File: config.mk
export PLATFORM = sky130hd
export DESIGN_NAME = fifo_rr_arbiter
export DESIGN_NICKNAME = d
export VERILOG_FILES = /design/src/rtl/arb_pkg.sv /design/src/rtl/rr_priority_pick.sv /design/src/rtl/fifo_rr_arbiter.sv
export SDC_FILE = /design/constraint.sdc
export NUM_CORES = 1
export LEC_CHECK = 0
export CAP_MARGIN = 20
export CELL_PAD_IN_SITES_DETAIL_PLACEMENT = 1
export CELL_PAD_IN_SITES_GLOBAL_PLACEMENT = 1
export CORE_MARGIN = 8
export CORE_UTILIZATION = 33
export CTS_CLUSTER_SIZE = 10
export DETAILED_ROUTE_END_ITERATION = 8
export GPL_TIMING_DRIVEN = 1
export PLACE_DENSITY = 0.81
export SYNTH_ARGS = -nofsm -noshare
export SYNTH_HDL_FRONTEND = slang
export SYNTH_SLANG_ARGS = --single-unit
File: constraint.sdc
create_clock -name clk -period 4.8 [get_ports clk]
set_input_delay 0.96 -clock clk [delete_from_list [all_inputs] [get_ports clk]]
set_output_delay 0.96 -clock clk [all_outputs]
set_load 0.02 [all_outputs]
File: src/rtl/arb_pkg.sv
// Shared types and helpers for the FIFO round-robin read scheduler.
package arb_pkg;

  localparam int GRANT_CNT_W = 16;

  typedef enum logic {
    OUT_EMPTY,
    OUT_FULL
  } out_state_e;

  function automatic int clog2(input int n);
    int r;
    r = 0;
    while ((1 << r) < n) r++;
    return r;
  endfunction

endpackage

File: src/rtl/rr_priority_pick.sv
// Rotating priority encoder: first set request at or after ptr, wrapping
// past NUM_REQ-1 back to 0. Purely combinational.
module rr_priority_pick import arb_pkg::*; #(
  parameter int NUM_REQ  = 4,
  parameter int ID_WIDTH = clog2(NUM_REQ)
) (
  input  logic [NUM_REQ-1:0]  req,
  input  logic [ID_WIDTH-1:0] ptr,
  output logic                any,
  output logic [ID_WIDTH-1:0] idx,
  output logic [NUM_REQ-1:0]  onehot
);

  logic [ID_WIDTH:0] cand;

  // Scan from the far end so the last hit written is the nearest to ptr.
  always_comb begin
    any    = 1'b0;
    idx    = '0;
    onehot = '0;
    cand   = '0;
    for (int k = NUM_REQ - 1; k >= 0; k--) begin
      cand = {1'b0, ptr} + (ID_WIDTH + 1)'(k);
      if (cand >= (ID_WIDTH + 1)'(NUM_REQ)) cand = cand - (ID_WIDTH + 1)'(NUM_REQ);
      if (req[cand[ID_WIDTH-1:0]]) begin
        any = 1'b1;
        idx = cand[ID_WIDTH-1:0];
      end
    end
    if (any) onehot[idx] = 1'b1;
  end

endmodule

File: src/rtl/fifo_rr_arbiter.sv
// Round-robin scheduler popping one fall-through FIFO per cycle into a
// registered valid/ready output slot tagged with the source index.
//
// state     | meaning
// OUT_EMPTY | output slot holds no word, out_valid=0
// OUT_FULL  | output slot holds a word waiting for out_ready
module fifo_rr_arbiter import arb_pkg::*; #(
  parameter int DATA_WIDTH = 8,
  parameter int NUM_REQ    = 4
) (
  input  logic                          clk,
  input  logic                          reset,
  input  logic                          arb_en,
  input  logic [NUM_REQ-1:0]            fifo_empty,
  input  logic [NUM_REQ*DATA_WIDTH-1:0] fifo_data,
  output logic [NUM_REQ-1:0]            fifo_rd_en,
  output logic                          out_valid,
  input  logic                          out_ready,
  output logic [DATA_WIDTH-1:0]         out_data,
  output logic [clog2(NUM_REQ)-1:0]     out_id,
  output logic [GRANT_CNT_W-1:0]        grant_cnt
);

  localparam int ID_WIDTH = clog2(NUM_REQ);
  localparam logic [ID_WIDTH-1:0] LAST_IDX = ID_WIDTH'(NUM_REQ - 1);

  out_state_e            state;
  logic [ID_WIDTH-1:0]   rr_ptr;
  logic [ID_WIDTH-1:0]   pick_idx;
  logic                  pick_any;
  logic [NUM_REQ-1:0]    pick_onehot;
  logic                  can_load;
  logic [DATA_WIDTH-1:0] head_word [NUM_REQ];

  for (genvar i = 0; i < NUM_REQ; i++) begin : g_head
    assign head_word[i] = fifo_data[i*DATA_WIDTH +: DATA_WIDTH];
  end

  rr_priority_pick #(
    .NUM_REQ  (NUM_REQ),
    .ID_WIDTH (ID_WIDTH)
  ) u_pick (
    .req    (~fifo_empty),
    .ptr    (rr_ptr),
    .any    (pick_any),
    .idx    (pick_idx),
    .onehot (pick_onehot)
  );

  assign can_load   = arb_en && (!out_valid || out_ready) && pick_any;
  assign fifo_rd_en = (can_load && !reset) ? pick_onehot : '0;

  always_ff @(posedge clk) begin
    if (reset) begin
      state     <= OUT_EMPTY;
      out_valid <= 1'b0;
      out_data  <= '0;
      out_id    <= '0;
      rr_ptr    <= '0;
      grant_cnt <= '0;
    end else begin
      if (out_valid && out_ready && (grant_cnt != '1))
        grant_cnt <= grant_cnt + GRANT_CNT_W'(1);

      case (state)
        OUT_EMPTY: begin
          if (can_load) begin
            state     <= OUT_FULL;
            out_valid <= 1'b1;
          end
        end
        OUT_FULL: begin
          if (!can_load && out_ready) begin
            state     <= OUT_EMPTY;
            out_valid <= 1'b0;
          end
        end
        default: begin
          state     <= OUT_EMPTY;
          out_valid <= 1'b0;
        end
      endcase

      // Pointer moves past the winner so it gets lowest priority next time.
      if (can_load) begin
        out_data <= head_word[pick_idx];
        out_id   <= pick_idx;
        rr_ptr   <= (pick_idx == LAST_IDX) ? '0 : pick_idx + ID_WIDTH'(1);
      end
    end
  end

endmodule

==> impl_metrics.toml <==
# generated from flow reports
[final_layout]
mostFrequentLayoutCell = "clkdlybuf4s50_1"
final_layout_top_logic_cells = "clkdlybuf4s50_1 (70), dfxtp_1 (30), mux2_2 (16), nand2_1 (15), a21oi_1 (14)"
fin_cells = 325
post-route-util_pct = 50.2
layout-drive-gt1-share_pct = 13.3
diodes = 0
area_growth_pct = 49.0
nets = 297
n_fill_cell = 606

[cts]
hold_buffers = 0
cts_buffer_depth = 2
path_clk_slew_ps = 70
cts.repair.resized = 0
ctsRootBufferMaster = "clkbuf_8"
htree_levels = 2
postCtsSetupBuffers = 0
tritoncts = "done"

[final_timing]
min_period_ps = 4100
tightest_slew_ps = 957
setup_viol = 0
worst_slack_ps = 704
max_freq_mhz = 244
rsz0062_at_grt = "false"
slew_headroom_pct = 36.2
holdWs_ps = 459
setup_tns_ps = 0
period_used_pct = 85.3
drv_slew = 0
finalHoldViolations = 0

[worst_setup_path]
critPathKind = "input port to output pin"
cp_data_required_time_ps = 3840
cp.depth = 7
cpPeakStageDelay_ps = 610
worst_ep_arrival_time_ps = 3140
cpMaxStageDelayCell = "clkdlybuf4s50_1"
cp_top_family = "buffers and inverters"
reg2reg_slack_ps = 2540
cp_num_buf_inv = 2
crit_chain = "clkdlybuf4s50_1 > nor2b_1 > nor3b_1 > o22a_1 > ha_1 > and2_1 > clkdlybuf4s50_1"
reg2regPathDepth = 6
endpoint_kind = "output pin"
path_max_fanout = 11
crit_path_frequent_cell = "clkdlybuf4s50_1"

[detailed_routing]
vias_per_cell = 5.27
routed_wl_um = 5270
antenna_left = 0
drt_iter0_drc = 47
drc = 0
drtPass1Iterations = 4

[power_and_ir_drop]
seqPwrFrac_pct = 41.7
ir_drop_uv = 95.3
p_switching_uw = 186
power.leakage_nw = 0.850
intPower_uw = 466
combPwrFrac_pct = 24.7
swShare_pct = 28.5
pwr-share-clk_pct = 33.6
finalPower_uw = 652

[floorplanning]
initCoreUtil_pct = 33.7
die_h_um = 87.5
ios = 71
placementRows = 26
core_area_um2 = 5010

[logic_synthesis]
yosys_most_used_dff = "dfxtp_1"
ys.flops = 30
edf_count = 0
ys_chip_area_um2 = 1690
synth_nets = 230
synthCells = 187
yosys_cells = 187
syn_area_um2 = 1690
synthArstFlopShare_pct = 0
synth_seq_share_pct = 35.6
synth_cell_type_count = 40

[place]
dp_slack_ps = 686
place.gp.congestion = 0.774
dpl-instance-area_um2 = 2420
dp.cells = 317
hpwl_um = 4070

[job]
drv_cap = 0
warnings = 27

[status]
outcome = "finished, final reports clean"

[global_route]
overflow = 0
antenna_found_initial = 0
grt_pass1_vias = 1824
grt_pass1_wl_um = 8620
grt_max_degree = 27

[worst_hold_path]
hp-class = "flop to flop"
min_path_cells = 2
[worst register-to-register path: cells and delay by family, from the launching register on]
family	cells	cell delay, ps
AND/OR/NAND/NOR	3	730
multiplexers	1	250
adder cells (fa/ha/maj)	1	270
flip-flops	1	410
AND-OR/OR-AND	1	490
[layer usage]
| layer | part of all wire [%] | track usage, % | up-vias |
|---|---|---|---|
| met3 | 13 | 9.06 | 6 |
| met2 | 43 | 22.2 | 68 |
| met1 | 42 | 15.4 | 800 |
| li1 | - | - | 839 |
| met5 | 0 | 0 | - |
| met4 | 1.3 | 5.16 | 0 |
[cell type report]
| type | count | area (um2) | area share [%] |
|---|---|---|---|
| Multi-Input combinational cell | 142 | 1000 | 40.0 |
| Clock inverter | 2 | 12.5 | 0.498 |
| Tap cell | 70 | 87.6 | 3.48 |
| Sequential cell | 30 | 601 | 23.9 |
| Timing Repair Buffer | 72 | 716 | 28.5 |
| Inverter | 3 | 11.3 | 0.448 |
| Clock buffer | 6 | 82.6 | 3.28 |
[flip-flops by register name (all words and copies together), names as in the netlist]
register,count
grant_cnt,16
out_data,8
out_id,2
out_valid,1
rr_ptr,2
state,1
[power groups by stage]
| stage | Combinational [mW] | Sequential, mW | Clock (mW) |
|---|---|---|---|
| after global routing | 0.175 | 0.274 | 0.234 |
| after global placement | 0.160 | 0.277 | 0 |
| final | 0.161 | 0.272 | 0.219 |
| after detailed placement | 0.162 | 0.278 | 0 |
| after CTS | 0.163 | 0.272 | 0.222 |
| after floorplan | 0.0777 | 0.290 | 0 |
[cells in the mapped netlist (2+ instances only)]
library cell   n  share of area (%)
nand3_1        9                2.7
nor4_1         2               0.74
nand2_1       15                3.3
ha_1           3                2.2
a221o_1        8                4.7
or4_1          8                3.6
nor2b_1        2               0.74
a21oi_2        2                1.0
nor3b_1        9                4.0
nand4_1        3                1.1
nor2_1        13                2.9
nor3_2         3                1.8
buf_1          3               0.67
clkbuf_1       5                1.1
xor2_1         3                1.6
mux2_2        16                 11
and2_1         3                1.1
o21ai_1        3               0.89
o21ai_0        2               0.59
inv_1          3               0.67
o31ai_1        8                3.6
or3_1          3                1.1
buf_2          2               0.59
dfxtp_1       30                 36
a21oi_1       14                4.2
[logic make-up after synthesis]
kind of cell / Yosys count / synth area share (%)
AND-OR/OR-AND: 45 / 19.3
XOR/XNOR: 3 / 1.56
adder cells (fa/ha/maj): 3 / 2.22
buffers and inverters: 15 / 4.89
flip-flops: 30 / 35.6
multiplexers: 17 / 11.3
AND/OR/NAND/NOR: 74 / 25.1
[path summary, 6_finish.rpt]
check / start / to
setup / recovery: fifo_empty[0] / fifo_rd_en[3]
hold / removal: out_id[1]$_SDFFE_PP0P_ / out_id[1]$_SDFFE_PP0P_
setup reg to reg: grant_cnt[0]$_SDFFE_PP0P_ / grant_cnt[1]$_SDFFE_PP0P_
hold reg to reg: out_id[1]$_SDFFE_PP0P_ / out_id[1]$_SDFFE_PP0P_
**Sequential cells grouped by signal name**

Bar = 20 um. Other sequential cells in the stronger gray, the rest of the logic in the fainter gray.
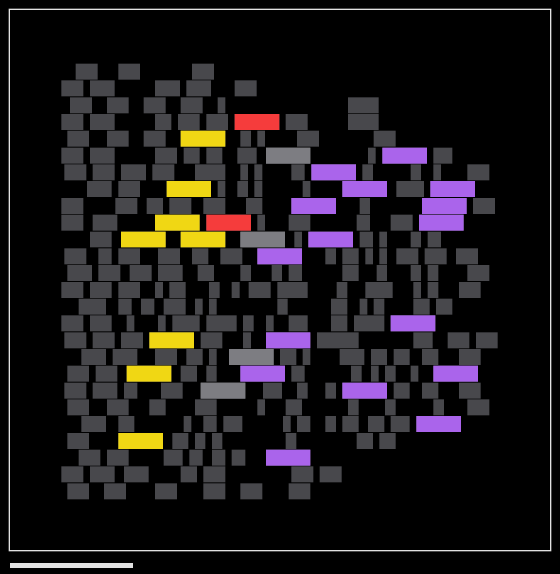
legend:
  yellow:
    signal: out_data
    placed_flops: 8
  purple:
    signal: grant_cnt
    placed_flops: 16
  red:
    signal: out_id
    placed_flops: 2

**Clock routing**

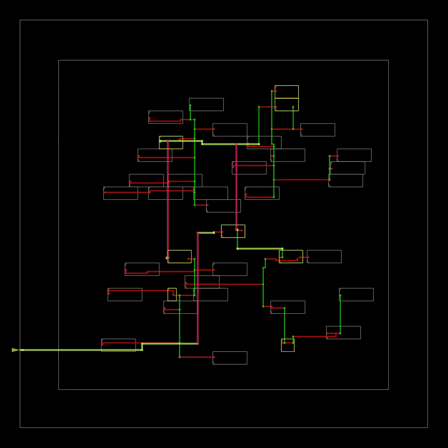
Sink Count: 30
Layout clock buffers: 6
Clk. pwr: 219 uW
seq_cells: 30
TritonCTS buffer count: 5

**Metal layers overlaid**

Bar = 20 um. Two of the layers only.
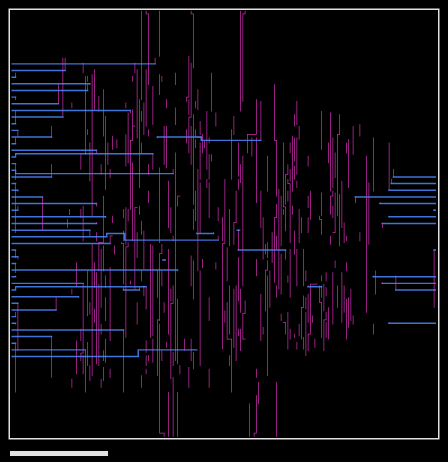
legend:
  blue:
    layer: M3
    wire_length: 707 um
  magenta:
    layer: M2
    wire_length: 2280 um
Vias: 1713
GRT Overall Usage: 14.3%
Avg WL per Cell: 16.2 um

**Clock network drawn from the DEF**

Bar = 20 um.
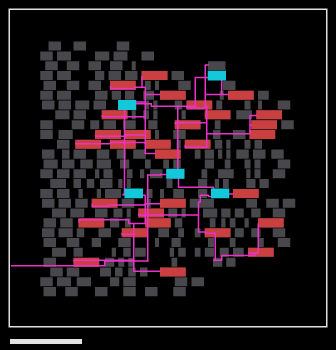
legend:
  magenta:
    item: clock wires
    length: 495 um
  red:
    item: flip-flops
    count: 30
  cyan:
    item: clock-net drivers
    count: 5
routed clock nets: 6
worst skew pair latency: 290 ps
Setup Skew: 4.96 ps

No activity file was given, so power comes from the tool's default toggle rates.
